`src/rtl/serial_comp_unit.sv`:
```
// serial_comp_unit: LSB-first serial pass/one's/two's complementer with parallel writeback.
// Optional overflow flag on the done cycle when SERIAL_COMP_OVF_EN is defined.
module serial_comp_unit #(
    parameter int WIDTH = 8
) (
    input  logic             Clock,
    input  logic             reset_b,
    input  logic [WIDTH-1:0] data,
    input  logic             load,
    input  logic             start,
    input  logic [1:0]       mode,
    output logic             y,
    output logic             busy,
    output logic             done,
    output logic [WIDTH-1:0] result,
    output logic             ovf
);
    localparam int CW = $clog2(WIDTH);
    typedef enum logic [1:0] {IDLE, SHIFT, DONE} state_t;
    state_t state, next_state;
    logic [WIDTH-1:0] sreg;
    logic [CW-1:0] count;
    logic [1:0] mode_q;
    logic q, so, f;
    always_ff @(posedge Clock) begin
        if (!reset_b) state <= IDLE;
        else state <= next_state;
    end
    always_comb begin
        next_state = state;
        busy = 1'b0;
        done = 1'b0;
        y = 1'b0;
        so = sreg[0];
        // Two's complement: pass bits up to and including the first 1, invert the rest.
        f = mode_q == 2'b01 ? 1'b1 : mode_q == 2'b10 ? q : 1'b0;
        case (state)
            IDLE: next_state = start && !load ? SHIFT : IDLE;
            SHIFT: begin
                busy = 1'b1;
                y = so ^ f;
                next_state = count == CW'(WIDTH - 1) ? DONE : SHIFT;
            end
            DONE: begin
                done = 1'b1;
                next_state = IDLE;
            end
            default: next_state = IDLE;
        endcase
    end
    always_ff @(posedge Clock) begin
        if (!reset_b) begin
            sreg <= '0;
            q <= 1'b0;
            count <= '0;
            mode_q <= 2'b00;
        end else begin
            case (state)
                IDLE: begin
                    if (load) begin
                        sreg <= data;
                    end else if (start) begin
                        mode_q <= mode;
                        q <= 1'b0;
                        count <= '0;
                    end
                end
                SHIFT: begin
                    sreg <= {y, sreg[WIDTH-1:1]};
                    q <= q | so;
                    count <= count + CW'(1);
                end
                default: ;
            endcase
        end
    end
    assign result = sreg;
`ifdef SERIAL_COMP_OVF_EN
    logic in_msb;
    always_ff @(posedge Clock) begin
        if (!reset_b) in_msb <= 1'b0;
        else if (state == IDLE && start && !load) in_msb <= sreg[WIDTH-1];
    end
    assign ovf = state == DONE && mode_q == 2'b10 && in_msb && sreg[WIDTH-1];
`else
    assign ovf = 1'b0;
`endif
endmodule

```
`config.mk`:
```
export PLATFORM = sky130hd
export DESIGN_NAME = serial_comp_unit
export DESIGN_NICKNAME = d
export VERILOG_FILES = /design/src/rtl/serial_comp_unit.sv
export SDC_FILE = /design/constraint.sdc
export NUM_CORES = 1
export LEC_CHECK = 0
export CORE_MARGIN = 4
export CORE_UTILIZATION = 42
export DETAILED_ROUTE_END_ITERATION = 12
export GPL_TIMING_DRIVEN = 1
export MAX_ROUTING_LAYER = met4
export PLACE_DENSITY = 0.76
export SLEW_MARGIN = 25
export SYNTH_ARGS = -nofsm -noshare
export SYNTH_HDL_FRONTEND = slang
export SYNTH_SLANG_ARGS = --single-unit
```
`constraint.sdc`:
```
create_clock -name Clock -period 1.62 [get_ports Clock]
set_clock_uncertainty 0.15 [all_clocks]
set_input_delay 0.324 -clock Clock [delete_from_list [all_inputs] [get_ports Clock]]
set_output_delay 0.324 -clock Clock [all_outputs]
set_load 0.01 [all_outputs]
```
Fig. 1: cell area per tile
10 x 10 tiles, from white (low) to dark blue (high), 0 to 100% covered.
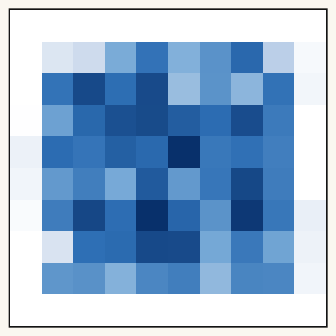
tiles over 75% full: 24%
mean over tiles: 44%
nearly empty tiles: 28%
fullest tile: 100%
densest ninth of the die: middle

Fig. 2: M3 wires
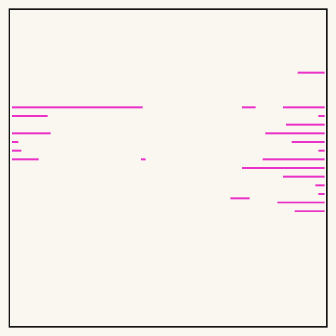
wire length on this layer: 115 µm
nets with wire on the layer: 22
vias: 711
drt total wl: 1760 µm
GR Util met3: 0.0512

Fig. 3: pin map
Pins as bars across the die edge, other pins in grey.
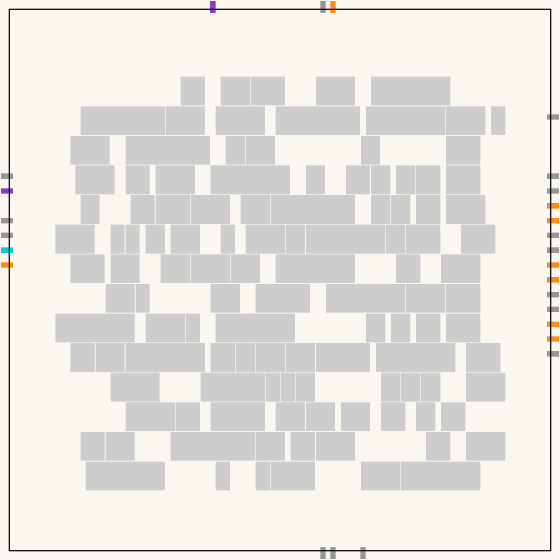
legend:
  purple:
    port: `mode`
    pins: 2
    direction: input
    edge: 1 top, 1 left
  orange:
    port: `data`
    pins: 8
    direction: input
    edge: 6 right, 1 top, 1 left
  cyan:
    port: `y`
    pins: 1
    direction: output
    edge: left
all pins by edge: 14 right, 6 left, 3 top, 3 bottom

critical path, cell delays in order, from the launching register on:
cell and delay, ns:
dfxtp_2 0.35, nand2_2 0.05, mux2i_1 0.15, xnor2_1 0.16, nor2_1 0.06, buf_2 0.14
cell families (layout without fill, tap and decap cells):
| logic type | count (synthesis) | after routing | share of synthesized area |
|---|---|---|---|
| compound gates | 28 | 28 | 0.225 |
| buf+inv | 5 | 42 | 0.0327 |
| simple gates | 21 | 21 | 0.194 |
| other cells | 1 | 1 | 0.00516 |
| mux | 4 | 4 | 0.0551 |
| flops | 16 | 16 | 0.441 |
| fa+ha+maj | 2 | 2 | 0.0344 |
| xor+xnor | 1 | 1 | 0.0121 |
where the power goes:
group	internal (mW)	total, mW	switching, mW
Combinational	0.106	0.191	0.0854
Sequential	0.421	0.440	0.0190
Clock	0.137	0.262	0.126
cell type report:
type / count / area share
multi-input combinational: 57 / 0.357
clock buffer: 4 / 0.0330
tap: 16 / 0.0182
timing repair buffer: 35 / 0.285
inverter: 3 / 0.0102
sequential: 16 / 0.297
worst max-delay path by stage:
stage / start / end / slack [ns] / cells past startpoint
CTS: mode_q[1] / y / -0.05 / 5
global route: mode_q[1] / y / -0.14 / 5
global placement: mode_q[0] / y / -0.13 / 4
finish: mode_q[1] / y / -0.04 / 5
detailed placement: mode_q[1] / y / -0.13 / 5
floorplan: state[1] / done / 0.33 / 2
flip-flops by register name, summed over array words and instances, names as in the netlist:
signal  cells
count       3
mode_q      2
state       2
q           1
result      8
repair_timing:
item | 4_1_cts | 5_1_grt
pin swaps | 1 | 1
gates cloned | 0 | 0
hold buffers | 0 | 0
resized | 21 | 3
setup endpoints to repair | 11 | 3
==> CHANGELOG.md <==
### Changed

- Post-synth EDFFs: 0
- Worst-case clock buffer depth: 2
- Yosys warnings: 0
- Failing checks: negative setup slack
- Met2 usage: 0.282
- Avg Cell Area, Syn: between 9 and 10 µm²
- Post-route minimum period: roughly 1.7 ns
- Share of layout cells above drive strength 1: 0.278
- Crit path DAT: 1.19 ns
- Final TNS setup: -0.0405 ns
- DRT met1 WL: approximately 730 µm
- Yosys Instances: 78
- CP endpoint kind: primary output
- WL met2: just over 900 µm
- # fillers: about 140
- Cts bufs inserted: 3
- Post-Syn Nets: about 94
- Seq share, synth: 0.441
- Min-delay src: count[1]
- Total power: ~0.9 mW
- DR top layer: met4
- Starting DRT DRC Count: 20
- Crit path required time: roughly 1.2 ns
- Latency at later pin: about 0.28 ns
- DRT Pass-1 Iters: 4
- Mapped Area: around 730 µm²
- WHS Path Cells: 2
- FF/Latch Area: ~330 µm²
- Status: finished with violations
- # clock sinks: 16
- Clk slew on worst S/H paths: approximately 0.10 ns
- First-pass GRT wire length: 2900 µm
- Cell area leaders: dfxtp_1, a21oi_1, o22ai_1, mux2i_1, o21ai_0
- Number of global-route vias before repair: about 670
- Period utilization: 1.03
- Critical path class: reg -> out
- Overall Global Routing Usage: 0.156
- Port Buffers: 24
- Setup violators final: 1
- Gr busiest metal: met2
- Fin worst setup slack: -0.0405 ns
- Core Area: between 1500 and 2000 µm²
- H-Tree Depth: 1
- Detail-routed net length per standard cell: between 10 and 15 µm
- Max Slew Vio Count: 0
- Tool warnings: 28
- I/O pins: 26
- Flop2flop setup slack: approximately 0.3 ns
- Top cells excl fill/tap: clkdlybuf4s50_1, dfxtp_1, buf_4, a21oi_1, dlygate4sd2_1
- Final hold vios: 0
- Synth area leader: dfxtp_1
- Gate Count Post-Synth: 78
- Netlist cell types: 28
- Pre-CTS WS: -0.130 ns
- LEAKAGE: a little under 0.5 nW
- Die X: between 40 and 50 µm
- Synth cell count leaders: dfxtp_1, a21oi_1, o21ai_0, o22ai_1, nand2_1
- Worst Hold Class: reg -> reg
- Pwr dens: 811 nW/µm²
- Final #Nets: approximately 130
- Layout area overhead: 51.5%
- Grt ovf: 0
- Top-count cell post-synth: dfxtp_1
- Non-filler cells in the finished layout: 131
- Min Hold Slack: approximately 0.39 ns
- Post-CTS setup buffers: 0
- DRC violations left: 0
- Dominant register cell: dfxtp_1
- Routed met3 length: roughly 110 µm
- Met1 usage: 0.160
- Root Driver: clkbuf_4
- Yosys synthesis chip area: 727 µm²
- Largest net degree at the start of global routing: 11
- Chip Height: 49.6 µm
- Reg-to-Reg End: result[6]
- Peak VDD IR: ~520 µV
- Hold Path End: count[1]
- Total die size: roughly 2500 µm²
- Vias/cell: between 5 and 6
- Global placement routability congestion: 0.747
- Fmax: roughly 0.6 GHz
- # Max-Cap Violations: 0
- RSZ-0062 raised after global routing: yes
- Post-Place Cells: ~130
- Comb area: slightly below 400 µm²
- Floorplan utilization: 0.461
- Antenna-violating nets left: 0
- Async set or reset register ratio after synthesis: 0
- Depth of the most critical reg-to-reg path: 5
- Post-DP Area: between 1000 and 1500 µm²
- N_diodes: 0
- DP HPWL: between 1000 and 1500 µm
- CP max FO: 3
- Yosys top cell area share: 0.441
- Initial antenna violation count: 0
- Clock tree from TritonCTS: built
- Most numerous logic cell after layout: clkdlybuf4s50_1
- Critical R2R Launch: state[0]
- CP startpoint kind: flip-flop
- # rows: 14
- Final instance area: roughly 1100 µm²
- Synth flops: 16
- Post-Route Utilization: 0.698
No activity file was given, so power comes from the tool's default toggle rates.
